## config.mk

```make
export PLATFORM = sky130hd
export DESIGN_NAME = io_bridge
export DESIGN_NICKNAME = d
export VERILOG_FILES = /design/src/rtl/io_bridge_pkg.sv /design/src/rtl/io_bridge_sw_debounce.sv /design/src/rtl/io_bridge.sv
export SDC_FILE = /design/constraint.sdc
export NUM_CORES = 1
export LEC_CHECK = 0
export ABC_AREA = 1
export CORE_MARGIN = 3
export CORE_UTILIZATION = 48
export CTS_BUF_LIST = sky130_fd_sc_hd__clkbuf_2
export CTS_CLUSTER_SIZE = 30
export DETAILED_ROUTE_END_ITERATION = 10
export PLACE_DENSITY = 0.75
export SYNTH_ARGS = -nofsm -noshare
export SYNTH_HDL_FRONTEND = slang
export SYNTH_SLANG_ARGS = --single-unit
```

## constraint.sdc

```tcl
create_clock -name clk -period 3.85 [get_ports clk]
set_input_delay 0.77 -clock clk [delete_from_list [all_inputs] [get_ports clk]]
set_output_delay 0.77 -clock clk [all_outputs]
set_load 0.03 [all_outputs]
```

## src/rtl/io_bridge_pkg.sv

```systemverilog
// Shared constants for the minisys-32 IO bridge: word width, IO region base
// and word indices (addr[9:2]) of the memory-mapped peripheral registers.
package io_bridge_pkg;

  localparam int          ISA_WIDTH       = 32;
  localparam logic [31:0] IO_BASE_DEFAULT = 32'hFFFF_FC00;

  // Word indices; byte offsets are 0x60, 0x64, ... 0x78 from IO_BASE
  localparam logic [7:0] IO_LED     = 8'h18;
  localparam logic [7:0] IO_LED_SET = 8'h19;
  localparam logic [7:0] IO_LED_CLR = 8'h1A;
  localparam logic [7:0] IO_LED_TGL = 8'h1B;
  localparam logic [7:0] IO_SW      = 8'h1C;
  localparam logic [7:0] IO_SW_CHG  = 8'h1D;
  localparam logic [7:0] IO_TIMER   = 8'h1E;

endpackage

```

## src/rtl/io_bridge_sw_debounce.sv

```systemverilog
// One switch bit: 2-FF synchroniser, stability counter and debounced output,
// with a single-cycle changed pulse coincident with the output update.
module sw_debounce #(
  parameter int DEBOUNCE_CYCLES = 20000
) (
  input  logic clk,
  input  logic rst,
  input  logic sw_i,
  output logic stable_o,
  output logic changed_o
);

  localparam int             CNT_W   = (DEBOUNCE_CYCLES > 1) ? $clog2(DEBOUNCE_CYCLES) : 1;
  localparam logic [CNT_W-1:0] CNT_MAX = CNT_W'(DEBOUNCE_CYCLES - 1);

  logic             meta_q;
  logic             sync_q;
  logic             stable_q;
  logic             stable_d;
  logic [CNT_W-1:0] cnt_q;
  logic [CNT_W-1:0] cnt_d;
  logic             changed_s;

  // Restart when the value entering the synchronised flop differs from it,
  // so the update lands exactly 2 + DEBOUNCE_CYCLES edges after a raw edge.
  always_comb begin
    cnt_d     = cnt_q;
    changed_s = (cnt_q == CNT_MAX) && (meta_q == sync_q) && (sync_q != stable_q);
    if (meta_q != sync_q) begin
      cnt_d = '0;
    end else if (cnt_q != CNT_MAX) begin
      cnt_d = cnt_q + CNT_W'(1);
    end else begin
      cnt_d = cnt_q;
    end
    stable_d = changed_s ? sync_q : stable_q;
  end

  always_ff @(posedge clk) begin
    if (rst) begin
      meta_q   <= 1'b0;
      sync_q   <= 1'b0;
      cnt_q    <= '0;
      stable_q <= 1'b0;
    end else begin
      meta_q   <= sw_i;
      sync_q   <= meta_q;
      cnt_q    <= cnt_d;
      stable_q <= stable_d;
    end
  end

  assign stable_o  = stable_q;
  assign changed_o = changed_s;

endmodule

```

## src/rtl/io_bridge.sv

```systemverilog
// Memory/IO bridge: IO decode, LED register with set/clear/toggle aliases,
// debounced switches with sticky change flags, free-running timer, read mux.
module io_bridge
  import io_bridge_pkg::*;
#(
  parameter int          DATA_WIDTH      = ISA_WIDTH,
  parameter int          SW_WIDTH        = 16,
  parameter int          LED_WIDTH       = 16,
  parameter int          DEBOUNCE_CYCLES = 20000,
  parameter logic [31:0] IO_BASE         = IO_BASE_DEFAULT
) (
  input  logic                  clk,
  input  logic                  rst,
  input  logic                  mRead,
  input  logic                  mWrite,
  input  logic                  ioRead,
  input  logic                  ioWrite,
  input  logic [DATA_WIDTH-1:0] addr_in,
  output logic [DATA_WIDTH-1:0] addr_out,
  input  logic [DATA_WIDTH-1:0] m_rdata,
  input  logic [DATA_WIDTH-1:0] r_rdata,
  output logic [DATA_WIDTH-1:0] write_data,
  output logic [DATA_WIDTH-1:0] r_wdata,
  input  logic [SW_WIDTH-1:0]   switch,
  output logic [LED_WIDTH-1:0]  led
);

  logic                  is_io_s;
  logic [7:0]            off_s;
  logic [LED_WIDTH-1:0]  led_q;
  logic [LED_WIDTH-1:0]  led_d;
  logic [SW_WIDTH-1:0]   sw_chg_q;
  logic [SW_WIDTH-1:0]   sw_chg_d;
  logic [SW_WIDTH-1:0]   sw_chg_clr_s;
  logic [SW_WIDTH-1:0]   sw_stable_s;
  logic [SW_WIDTH-1:0]   sw_changed_s;
  logic [DATA_WIDTH-1:0] timer_q;
  logic [DATA_WIDTH-1:0] timer_d;
  logic [DATA_WIDTH-1:0] io_rdata_s;

  assign is_io_s = (addr_in[31:10] == IO_BASE[31:10]);
  assign off_s   = addr_in[9:2];

  for (genvar g = 0; g < SW_WIDTH; g++) begin : g_sw
    sw_debounce #(
      .DEBOUNCE_CYCLES(DEBOUNCE_CYCLES)
    ) u_deb (
      .clk      (clk),
      .rst      (rst),
      .sw_i     (switch[g]),
      .stable_o (sw_stable_s[g]),
      .changed_o(sw_changed_s[g])
    );
  end

  // Register write decode; a new change event outranks a same-cycle clear.
  always_comb begin
    led_d        = led_q;
    sw_chg_clr_s = '0;
    timer_d      = timer_q + DATA_WIDTH'(1);
    if (ioWrite && is_io_s) begin
      case (off_s)
        IO_LED:     led_d = r_rdata[LED_WIDTH-1:0];
        IO_LED_SET: led_d = led_q | r_rdata[LED_WIDTH-1:0];
        IO_LED_CLR: led_d = led_q & ~r_rdata[LED_WIDTH-1:0];
        IO_LED_TGL: led_d = led_q ^ r_rdata[LED_WIDTH-1:0];
        IO_SW_CHG:  sw_chg_clr_s = r_rdata[SW_WIDTH-1:0];
        IO_TIMER:   timer_d = r_rdata;
        default:    led_d = led_q;
      endcase
    end else begin
      led_d = led_q;
    end
    sw_chg_d = (sw_chg_q & ~sw_chg_clr_s) | sw_changed_s;
  end

  always_ff @(posedge clk) begin
    if (rst) begin
      led_q    <= '0;
      sw_chg_q <= '0;
      timer_q  <= '0;
    end else begin
      led_q    <= led_d;
      sw_chg_q <= sw_chg_d;
      timer_q  <= timer_d;
    end
  end

  // Zero-extended IO read mux and write-back selection.
  always_comb begin
    io_rdata_s = '0;
    if (is_io_s) begin
      case (off_s)
        IO_LED, IO_LED_SET, IO_LED_CLR, IO_LED_TGL: io_rdata_s[LED_WIDTH-1:0] = led_q;
        IO_SW:     io_rdata_s[SW_WIDTH-1:0] = sw_stable_s;
        IO_SW_CHG: io_rdata_s[SW_WIDTH-1:0] = sw_chg_q;
        IO_TIMER:  io_rdata_s = timer_q;
        default:   io_rdata_s = '0;
      endcase
    end else begin
      io_rdata_s = '0;
    end
    if (mRead) begin
      r_wdata = m_rdata;
    end else if (ioRead) begin
      r_wdata = io_rdata_s;
    end else begin
      r_wdata = '0;
    end
    write_data = (mWrite || ioWrite) ? r_rdata : '0;
  end

  assign addr_out = addr_in;
  assign led      = led_q;

endmodule

```

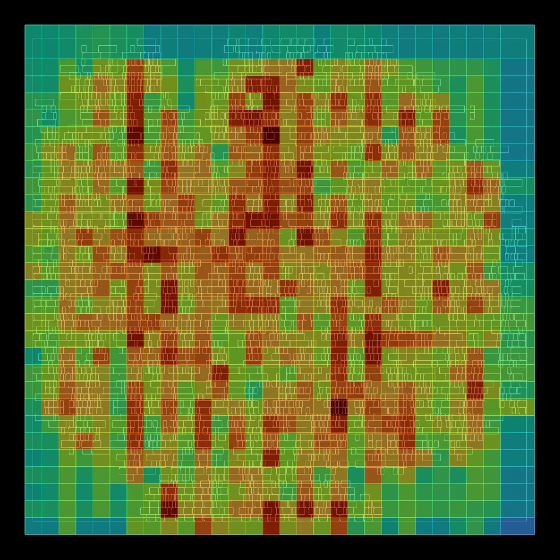
(routing congestion map)
global-route usage over all layers: 25.1%
utilization after layout: 57.6%
met2 usage in global routing: 42.7%

==> summary.txt <==
Results of the implementation run.

The run finished with clean final reports. The startpoint of the lowest-slack hold path is rst. The leakage power of the design came out at between 8 and 9 nW. The power report attributes to the combinational group a share of roughly a tenth. For this design the top-level I/O count stands at ~230. The reg-to-reg setup timing slack is between 1.5 and 2 ns.

The post-synthesis instance area is approximately 19000 sq um. The startpoint type of the worst setup path is an input pin. The count of buffers inserted at the top-level ports is between 200 and 250. STA classifies the critical path endpoint as a primary output. The minimum clock period came out at ~3.6 ns. The quantity of gates resized following cts is 0. The placed wire-length estimate after detailed placement is 40800 um. The net count after synthesis came out at 3130.

The buffer levels on the longest clock path came out at 3. The final clock skew is just under 0.08 ns. The critical path data required time came out at about 3 ns.

In this run the clock root is driven by a sky130_fd_sc_hd__clkbuf_2. The chip footprint is 42800 sq um. The count of placed standard cells in the final layout, fillers left out came out at 3787. The critical path class is in2out.

Max-slew check failures listed in the final report amount to 0. The arrival time at the worst endpoint is 2.83 ns. The effective utilization at floorplan came out at about 49%. The placement summary gives the final routability congestion estimate as between 0.8 and 0.9. The proportion of register bits with asynchronous set or reset after synthesis is 0%. The actual transition at the worst max-transition pin came out at 1.01 ns. The final setup violation count came out at 0. Counting every instance in the synthesized netlist gives approximately 3000. The number of cells on the worst reg-to-reg path is 8. The cell count after placement is about 3600.

The cell area power density came out at approximately 310 nW/um^2. Per the GRT congestion report, total overflow comes to 0. The chip area line of the yosys report came out at approximately 19000 sq um. The endpoint identified for the worst register-to-register timing path is timer_q[22]. CTS built an H-tree with a depth of 3. The area of the core is approximately 40000 sq um. The tally of max-capacitance violations is 0.
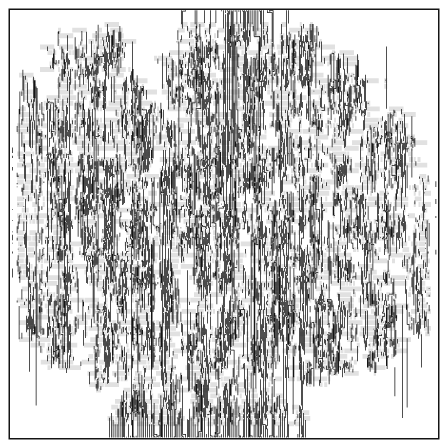
(met2 routing)
share of all routed wire = 47%
longest straight run = 83.3 um
via count: 20000
routed wire length: 54900 um

[power by group through the flow]
| stage | Sequential (mW) | Clock (mW) | Combinational [mW] |
|---|---|---|---|
| 2_1_floorplan | 3.81 | 0 | 0.421 |
| 3_3_place_gp | 3.82 | 0 | 0.709 |
| 3_5_place_dp | 3.82 | 0 | 0.725 |
| 4_1_cts | 3.74 | 2.67 | 0.728 |
| 5_1_grt | 3.75 | 2.86 | 0.793 |
| 6_report | 3.74 | 2.59 | 0.728 |
[cells in the mapped netlist (24+ instances only)]
| cell | count | area, sq um |
|---|---|---|
| sky130_fd_sc_hd__nand2_1 | 663 | 2490 |
| sky130_fd_sc_hd__nor2_1 | 449 | 1690 |
| sky130_fd_sc_hd__inv_1 | 390 | 1460 |
| sky130_fd_sc_hd__dfxtp_1 | 352 | 7050 |
| sky130_fd_sc_hd__nand3_1 | 216 | 1080 |
| sky130_fd_sc_hd__a21oi_1 | 212 | 1060 |
| sky130_fd_sc_hd__o21ai_0 | 155 | 776 |
| sky130_fd_sc_hd__nor3_1 | 104 | 521 |
| sky130_fd_sc_hd__nand4_1 | 72 | 450 |
| sky130_fd_sc_hd__ha_1 | 49 | 613 |
| sky130_fd_sc_hd__buf_4 | 39 | 293 |
| sky130_fd_sc_hd__xor2_1 | 39 | 342 |
| sky130_fd_sc_hd__nor4_1 | 28 | 175 |
| sky130_fd_sc_hd__clkbuf_1 | 24 | 90.1 |
[worst max-delay path: cells and delay by family]
family                 cells  cell delay, ns
buffers and inverters      2            1.11
and+or+nand+nor            2            0.92
[logic make-up (layout without fill, tap and decap cells)]
| logic type | after synthesis | after routing | share of synthesized area (%) |
|---|---|---|---|
| simple gates | 1609 | 1609 | 36.4 |
| buf+inv | 481 | 786 | 10.4 |
| compound gates | 414 | 414 | 11.1 |
| flops | 352 | 352 | 36.4 |
| xor+xnor | 58 | 58 | 2.62 |
| fa+ha+maj | 49 | 49 | 3.16 |
| other cells | 0 | 1 | 0 |
[through the flow]
stage / util, % / power (mW)
2_1_floorplan: - / 4.23
3_3_place_gp: 55.5 / 4.52
3_5_place_dp: 55.5 / 4.54
4_1_cts: 57.6 / 7.13
5_1_grt: 57.6 / 7.40
6_report: 57.6 / 7.05
[sequential cells by signal, summed over array words and instances, names as in the netlist]
name,cells
g_sw.u_deb.cnt_q,240
g_sw.u_deb.meta_q,16
g_sw.u_deb.stable_o,16
g_sw.u_deb.sync_q,16
led,16
sw_chg_q,16
timer_q,32
[area by class of cell]
class	instances	area (sq um)	share of cell area (%)
multi-input combinational	2130	10300	45.7
inverter	393	1480	6.56
antenna	1	2.50	0.0111
sequential	352	7050	31.2
tap	518	648	2.87
timing repair buffer	238	2280	10.1
clock buffer	118	591	2.61
clock inverter	37	236	1.05
[routing by layer]
metal | share of wire, % | vias up
li1 | - | 10100
met4 | 4.1 | 0
met2 | 47 | 645
met5 | 0 | -
met1 | 42 | 9116
met3 | 7.2 | 137
No activity file was given, so power comes from the tool's default toggle rates.
